Figure 1. Port wiring.
(4 px per um)
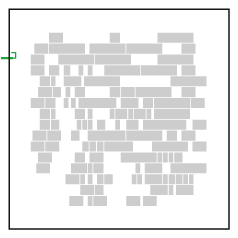
Figure 2. Sizing map.
(8 px per um)
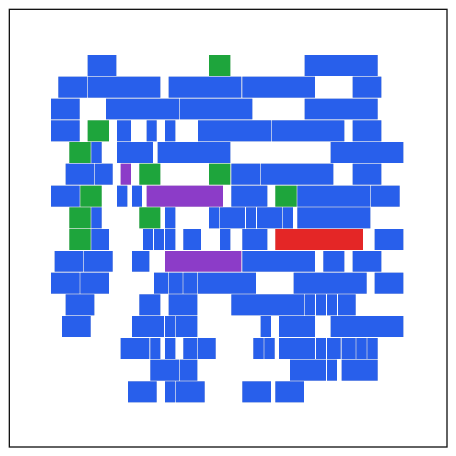
Figure 3. Wiring by layer.
(8 px per um) Only two layers are drawn.
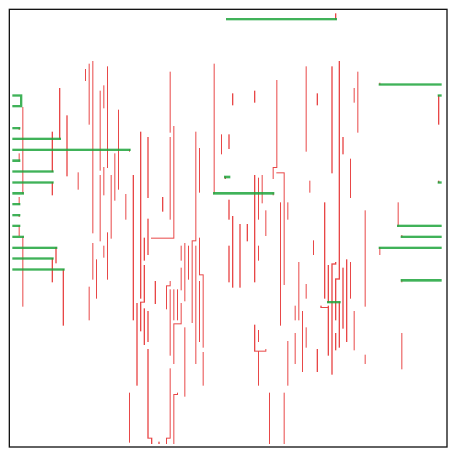
Figure 4. Pin placement.
(8 px per um) Pins as bars across the die edge, other pins in grey.
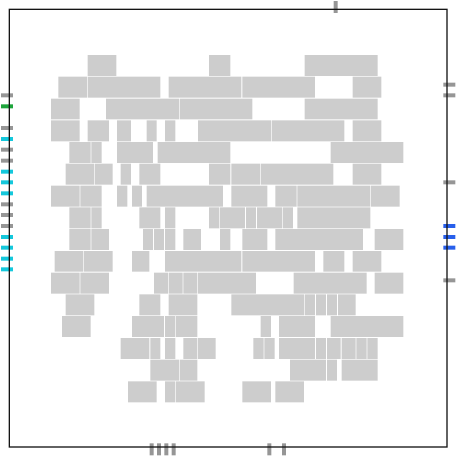
File: src/rtl/pipe_share_arb_if.sv
// Requester, shared-pipeline and result signals of the pipe_share_arb block.
// The slave side is the arbiter; the master side is the requesters plus pipeline.
interface pipe_share_arb_if #(
    parameter int N   = 4,
    parameter int LAT = 4
);
    localparam int IDW = $clog2(N);
    localparam int CW  = $clog2(LAT + 1);

    logic [N-1:0]     req;
    logic [2*N-1:0]   req_data;
    logic [N-1:0]     gnt;
    logic [1:0]       pipe_din;
    logic             pipe_dout;
    logic             res_valid;
    logic [IDW-1:0]   res_id;
    logic             res_data;
    logic             hold;
    logic             idle;
    logic [CW-1:0]    inflight;

    modport master (
        output req, req_data, pipe_dout, hold,
        input  gnt, pipe_din, res_valid, res_id, res_data, idle, inflight
    );

    modport slave (
        input  req, req_data, pipe_dout, hold,
        output gnt, pipe_din, res_valid, res_id, res_data, idle, inflight
    );
endinterface

File: src/rtl/pipe_share_arb.sv
// Round-robin arbiter sharing one fixed-latency 2-bit compare pipeline among N
// requesters, with {valid,id} tag tracking and a hold/drain/halt controller.
module pipe_share_arb #(
    parameter int N   = 4,
    parameter int LAT = 4
) (
    input  logic             sclk,
    input  logic             rst,
    pipe_share_arb_if.slave  bus
);
    localparam int IDW = $clog2(N);
    localparam int CW  = $clog2(LAT + 1);

    typedef enum logic [1:0] {
        ST_RUN   = 2'd0,
        ST_DRAIN = 2'd1,
        ST_HALT  = 2'd2
    } state_t;

    state_t           r_state;
    logic             r_idle;
    logic [IDW-1:0]   r_ptr;
    logic [LAT-1:0]   r_tag_v;
    logic [IDW-1:0]   r_tag_id [LAT];
    logic [CW-1:0]    r_inflight;

    logic             w_en;
    logic             w_found;
    logic             w_xfer;
    logic             w_retire;
    logic [N-1:0]     w_gnt;
    logic [IDW-1:0]   w_gid;
    logic [IDW-1:0]   w_idx;
    logic [1:0]       w_din;

    // Gating is combinational so a hold or reset suppresses grants in the same cycle.
    assign w_en     = (r_state == ST_RUN) && !bus.hold && !rst;
    assign w_xfer   = |(bus.req & w_gnt);
    assign w_retire = r_tag_v[LAT-1];

    // Round-robin search starting one past the last granted requester.
    always_comb begin
        w_gnt   = '0;
        w_gid   = '0;
        w_found = 1'b0;
        w_idx   = '0;
        w_din   = 2'b00;
        for (int k = 1; k <= N; k++) begin
            w_idx = IDW'((int'(r_ptr) + k) % N);
            if (w_en && !w_found && bus.req[w_idx]) begin
                w_found = 1'b1;
                w_gid   = w_idx;
            end else begin
                w_found = w_found;
            end
        end
        if (w_found) begin
            w_gnt[w_gid] = 1'b1;
            w_din        = bus.req_data[{w_gid, 1'b0} +: 2];
        end else begin
            w_din = 2'b00;
        end
    end

    // Run/drain/halt controller and round-robin pointer.
    always_ff @(posedge sclk or posedge rst) begin
        if (rst) begin
            r_state <= ST_RUN;
            r_idle  <= 1'b0;
            r_ptr   <= IDW'(N - 1);
        end else begin
            if (w_xfer) begin
                r_ptr <= w_gid;
            end else begin
                r_ptr <= r_ptr;
            end
            case (r_state)
                ST_RUN: begin
                    r_state <= bus.hold ? ST_DRAIN : ST_RUN;
                    r_idle  <= 1'b0;
                end
                ST_DRAIN: begin
                    if (!bus.hold) begin
                        r_state <= ST_RUN;
                        r_idle  <= 1'b0;
                    end else if (r_inflight == '0) begin
                        r_state <= ST_HALT;
                        r_idle  <= 1'b1;
                    end else begin
                        r_state <= ST_DRAIN;
                        r_idle  <= 1'b0;
                    end
                end
                ST_HALT: begin
                    r_state <= bus.hold ? ST_HALT : ST_RUN;
                    r_idle  <= bus.hold;
                end
                default: begin
                    r_state <= ST_RUN;
                    r_idle  <= 1'b0;
                end
            endcase
        end
    end

    // Tag shift register mirrors the external pipeline; inflight counts its valid tags.
    always_ff @(posedge sclk or posedge rst) begin
        if (rst) begin
            r_tag_v    <= '0;
            r_inflight <= '0;
            for (int s = 0; s < LAT; s++) begin
                r_tag_id[s] <= '0;
            end
        end else begin
            r_tag_v[0]  <= w_xfer;
            r_tag_id[0] <= w_xfer ? w_gid : '0;
            for (int s = 1; s < LAT; s++) begin
                r_tag_v[s]  <= r_tag_v[s-1];
                r_tag_id[s] <= r_tag_id[s-1];
            end
            case ({w_xfer, w_retire})
                2'b10:   r_inflight <= r_inflight + CW'(1);
                2'b01:   r_inflight <= r_inflight - CW'(1);
                default: r_inflight <= r_inflight;
            endcase
        end
    end

    assign bus.gnt       = w_gnt;
    assign bus.pipe_din  = w_din;
    assign bus.res_valid = r_tag_v[LAT-1];
    assign bus.res_id    = r_tag_id[LAT-1];
    assign bus.res_data  = bus.pipe_dout;
    assign bus.idle      = r_idle;
    assign bus.inflight  = r_inflight;
endmodule
File: src/flat_wrapper.sv
// flat-port wrapper written by rule: the top's interface ports become plain ports
module pipe_share_arb_flat 
#(
    parameter int N   = 4,
    parameter int LAT = 4
)
  (sclk, rst, bus_req, bus_req_data, bus_pipe_dout, bus_hold, bus_gnt, bus_pipe_din, bus_res_valid, bus_res_id, bus_res_data, bus_idle, bus_inflight);
  pipe_share_arb_if #(.N(N), .LAT(LAT)) bus_i ();
  input  logic sclk;
  input  logic rst;
  input wire logic [$bits(bus_i.req)-1:0] bus_req;
  input wire logic [$bits(bus_i.req_data)-1:0] bus_req_data;
  input wire logic [$bits(bus_i.pipe_dout)-1:0] bus_pipe_dout;
  input wire logic [$bits(bus_i.hold)-1:0] bus_hold;
  output wire logic [$bits(bus_i.gnt)-1:0] bus_gnt;
  output wire logic [$bits(bus_i.pipe_din)-1:0] bus_pipe_din;
  output wire logic [$bits(bus_i.res_valid)-1:0] bus_res_valid;
  output wire logic [$bits(bus_i.res_id)-1:0] bus_res_id;
  output wire logic [$bits(bus_i.res_data)-1:0] bus_res_data;
  output wire logic [$bits(bus_i.idle)-1:0] bus_idle;
  output wire logic [$bits(bus_i.inflight)-1:0] bus_inflight;
  assign bus_i.req = bus_req;
  assign bus_i.req_data = bus_req_data;
  assign bus_i.pipe_dout = bus_pipe_dout;
  assign bus_i.hold = bus_hold;
  assign bus_gnt = bus_i.gnt;
  assign bus_pipe_din = bus_i.pipe_din;
  assign bus_res_valid = bus_i.res_valid;
  assign bus_res_id = bus_i.res_id;
  assign bus_res_data = bus_i.res_data;
  assign bus_idle = bus_i.idle;
  assign bus_inflight = bus_i.inflight;
  pipe_share_arb #(.N(N), .LAT(LAT)) u_core (.sclk(sclk), .rst(rst), .bus(bus_i));
endmodule
File: config.mk
export PLATFORM = sky130hd
export DESIGN_NAME = pipe_share_arb_flat
export DESIGN_NICKNAME = d
export VERILOG_FILES = /design/src/rtl/pipe_share_arb_if.sv /design/src/rtl/pipe_share_arb.sv /design/src/flat_wrapper.sv
export SDC_FILE = /design/constraint.sdc
export NUM_CORES = 1
export LEC_CHECK = 0
export CAP_MARGIN = 20
export CORE_MARGIN = 5
export CORE_UTILIZATION = 47
export CTS_BUF_LIST = sky130_fd_sc_hd__clkbuf_4 sky130_fd_sc_hd__clkbuf_8
export CTS_CLUSTER_SIZE = 16
export DETAILED_ROUTE_END_ITERATION = 12
export PLACE_DENSITY_LB_ADDON = 0.12
export SLEW_MARGIN = 20
export SYNTH_ARGS = -nofsm -noshare
export SYNTH_HDL_FRONTEND = slang
export SYNTH_SLANG_ARGS = --single-unit
export TNS_END_PERCENT = 5
File: constraint.sdc
create_clock -name sclk -period 2.5 [get_ports sclk]
set_input_delay 0.25 -clock sclk [delete_from_list [all_inputs] [get_ports sclk]]
set_output_delay 0.25 -clock sclk [all_outputs]
set_load 0.03 [all_outputs]
==> impl_metrics.env <==
# source this file to load flow results
export IMPL_whs_path_depth=0
export IMPL_slew_viol_final=0
export IMPL_drcViolationCount=0
export IMPL_cts_tree="yes"
export IMPL_grt_pass1_vias=677
export IMPL_grt_max_degree=21
export IMPL_coreArea_um2=1922
export IMPL_crit_path_top_delay_cell="dfstp_2"
export IMPL_fp_util_pct=48.50
export IMPL_placed_cell_area_um2=1200
export IMPL_finalCritPeriodShare_pct=91.14
export IMPL_flop_cell="dfrtp_1"
export IMPL_syn_inst=87
export IMPL_cts_root_buf="clkbuf_4"
export IMPL_cts_max_level=1
export IMPL_rows=16
export IMPL_slew_headroom_pct=53.07
export IMPL_log_warning_count=29
export IMPL_synth_simple_area_share_pct=10.47
export IMPL_comb_power_share_pct=35.7
export IMPL_crit_arrival_ns=2.03
export IMPL_n_antenna_cell=0
export IMPL_nets=138
export IMPL_worst_path_most_repeated_cell="buf_4"
export IMPL_yosysMostFrequentCell="dfrtp_1"
export IMPL_grt_antenna_before_repair=0
export IMPL_power_net_switching_uw=369.2
export IMPL_p_int_uw=747.6
export IMPL_synth_compound_area_share_pct=8.054
export IMPL_swShare_pct=33.06
export IMPL_yosysCellCount=87
export IMPL_r2r_cells=10
export IMPL_vias=651
export IMPL_synthDistinctLibCells=27
export IMPL_finalCriticalPeriod_ns=2.278
export IMPL_viasPerCell=4.585
export IMPL_netlist_area_leader_share_pct=48.32
export IMPL_p_leak_nw=0.6668
export IMPL_rsz0062_at_grt="no"
export IMPL_top_cells_by_count="dfrtp_1, inv_1, nor2_1"
export IMPL_ir_drop_v=0.0006232
export IMPL_synthArstFlopShare_pct=100.0
export IMPL_path_buffers=3
export IMPL_postSynthSeqShare_pct=53.96
export IMPL_p_clk_share_pct=22.8
export IMPL_ys_warn_count=0
export IMPL_fin_tns_setup_ns=0
export IMPL_worstSetupPathDepth=8
export IMPL_mux_share_pct=6.443
export IMPL_met1_usage_pct=13.74
export IMPL_fp_nets=109
export IMPL_start_kind="register"
export IMPL_fin_worst_skew_ns=0.006062
export IMPL_clock_sinks=20
export IMPL_synth_edff_count=0
export IMPL_status="finished clean"
export IMPL_grt_pass1_wl_um=2615
export IMPL_place_congestion=0.7741
export IMPL_yosys_stat_area_um2=932.1
export IMPL_clock_path_buffers=2
export IMPL_largest_area_cell="dfrtp_1"
export IMPL_power_per_cell_area_nw_per_um2=889.9
export IMPL_cts_buffers_inserted=3
export IMPL_drive_gt1_share_pct=12.17
export IMPL_grtUsageMet3_pct=2.997
export IMPL_grt_busiest_layer="met2"
export IMPL_crit_path_max_incr_delay_ns=0.60
export IMPL_fmax_mhz=438.9
export IMPL_p_seq_share_pct=41.5
export IMPL_clk_pin_slew_worst_paths_ns=0.11
export IMPL_initialDrtViolationCount=2
export IMPL_fa_ha_area_share_pct=8.859
export IMPL_instances_no_fill=142
export IMPL_overflow=0
export IMPL_worstSkewPairLatency_ns=0.29
export IMPL_setup_viol=0
export IMPL_hp_class="register to register"
export IMPL_detail_route_first_pass_iterations=4
export IMPL_ys_sh_xor_pct=2.819
export IMPL_final_hold_violation_count=0
export IMPL_placed_cells=138
export IMPL_postCtsSetupRepairBufs=0
export IMPL_use_met2_pct=22.51
export IMPL_dpl_hpwl_um=1344
export IMPL_synthesis_area_um2=932.1
export IMPL_crit_chain="mux2i_1 > o22ai_1 > a21oi_1 > or2_1 > buf_4 > inv_2 > nor3_1 > buf_4"
-- Figure 1 (at the start) --
`bus_pipe_dout` -> green  # bits 1, direction input, edge left, end cells 0, buffers 0, wire 3.20 um
PortBufs: 27
I/O pin count: 30

-- Figure 2 (at the start) --
drive 6 and up -> red  # cells 1, share 0.87%
drive 1 or less -> blue  # cells 101, share 88%
drive 2 -> purple  # cells 3, share 2.6%
drive 3 to 4 -> green  # cells 10, share 8.7%
Buffers, non-clock: 29
P&R area growth vs syn: 34.63%
final instance area: 1255 um^2
Final WS setup: 0.2216 ns

-- Figure 3 (at the start) --
met2 -> red  # wire length 798 um
met3 -> green  # wire length 108 um
routed len/inst: 11.39 um
Post-Route WL: 1618 um

-- Figure 4 (at the start) --
`bus_req_data` -> cyan  # pins 8, direction input, edge left
`bus_inflight` -> blue  # pins 3, direction output, edge right
`bus_pipe_dout` -> green  # pins 1, direction input, edge left
all pins by edge = 16 left, 7 right, 6 bottom, 1 top
Die X: 54.54 um
Die Y-Extent: 54.54 um

per-stage QoR:
step | hold WS [ns] | util (%) | total power, mW | setup slack [ns]
after floorplan | 0.2123 | - | 0.7255 | 0.3283
after global placement | 0.3323 | 62.43 | 0.8521 | 0.1516
after detailed placement | 0.3347 | 62.43 | 0.8738 | 0.09830
after CTS | 0.3618 | 65.17 | 1.133 | 0.02841
after global routing | 0.3666 | 65.30 | 1.191 | 0.04869
final | 0.3587 | 65.30 | 1.117 | 0.2216
layout by cell type (no fill, tap or decap):
cell,Yosys,routed
clkdlybuf4s50_1,0,21
or3_1,1,1
inv_1,12,12
nor3_1,1,1
o21ai_0,1,1
bufinv_16,0,1
nand2b_1,1,1
a211oi_1,1,1
buf_4,3,7
nor2_1,10,10
clkbuf_4,0,3
ha_1,5,5
a21o_1,1,1
xor2_1,2,2
dfstp_2,2,2
dfrtp_1,18,18
or2_1,1,1
inv_2,1,1
nand2_1,6,6
o22ai_1,3,3
fa_1,1,1
nor3b_1,1,1
o21ai_1,3,3
nor2b_1,1,1
xnor2_1,1,1
a21oi_1,2,2
mux2i_1,6,6
dlymetal6s2s_1,0,1
a2111o_1,1,1
flip-flops by register name (all words and copies together), names as in the netlist:
signal / cells
u_core.r_tag_v: 4
u_core.r_state: 2
u_core.r_ptr: 2
u_core.r_tag_id: 6
u_core.bus.inflight: 3
u_core.bus.res_id: 2
u_core.bus.idle: 1
routing by layer:
layer / wire length, um / part of all wire [%] / vias up
met3: 108 / 6.7 / 2
met2: 797 / 49 / 27
met1: 692 / 43 / 289
li1: - / - / 333
met5: 0 / 0 / -
met4: 19 / 1.2 / 0
final timing paths:
| path | from | endpoint | slack, ns |
|---|---|---|---|
| setup / recovery | u_core.r_ptr[1] | bus_gnt[0] | 0.22 |
| hold / removal | u_core.r_tag_id[3] | u_core.bus.res_id[1] | 0.36 |
| setup reg to reg | u_core.r_state[0] | u_core.bus.inflight[2] | 0.41 |
| hold reg to reg | u_core.r_tag_id[3] | u_core.bus.res_id[1] | 0.36 |
| max in group asynchronous | rst | u_core.bus.inflight[1] | 1.66 |
| min in group asynchronous | rst | u_core.r_tag_v[3] | 0.39 |
power by group through the flow:
stage / Combinational [mW] / Clock (mW) / Sequential, mW
floorplan: 0.214 / 0 / 0.511
global placement: 0.387 / 0 / 0.465
detailed placement: 0.404 / 0 / 0.470
CTS: 0.405 / 0.262 / 0.465
global route: 0.443 / 0.273 / 0.476
finish: 0.399 / 0.254 / 0.463
kinds of logic after synthesis:
group | count (synthesis)
multiplexers | 6
AND-OR/OR-AND | 12
buffers and inverters | 18
AND/OR/NAND/NOR | 22
XOR/XNOR | 3
flip-flops | 20
adder cells (fa/ha/maj) | 6
cell type report:
cell class	count	area, um^2
fill	159	666.9
sequential	20	503.0
multi-input combinational	49	341.6
timing repair buffer	29	275.3
inverter	13	48.80
tap	27	33.78
clock inverter	1	30.03
clock buffer	3	22.52
repair_timing:
| action | in CTS | in global routing |
|---|---|---|
| hold buffers | 0 | 0 |
| endpoints found under the setup margin | 0 | 1 |
| resized | 0 | 1 |
Power figures rest on the tool's default switching activity, not on a simulated workload.
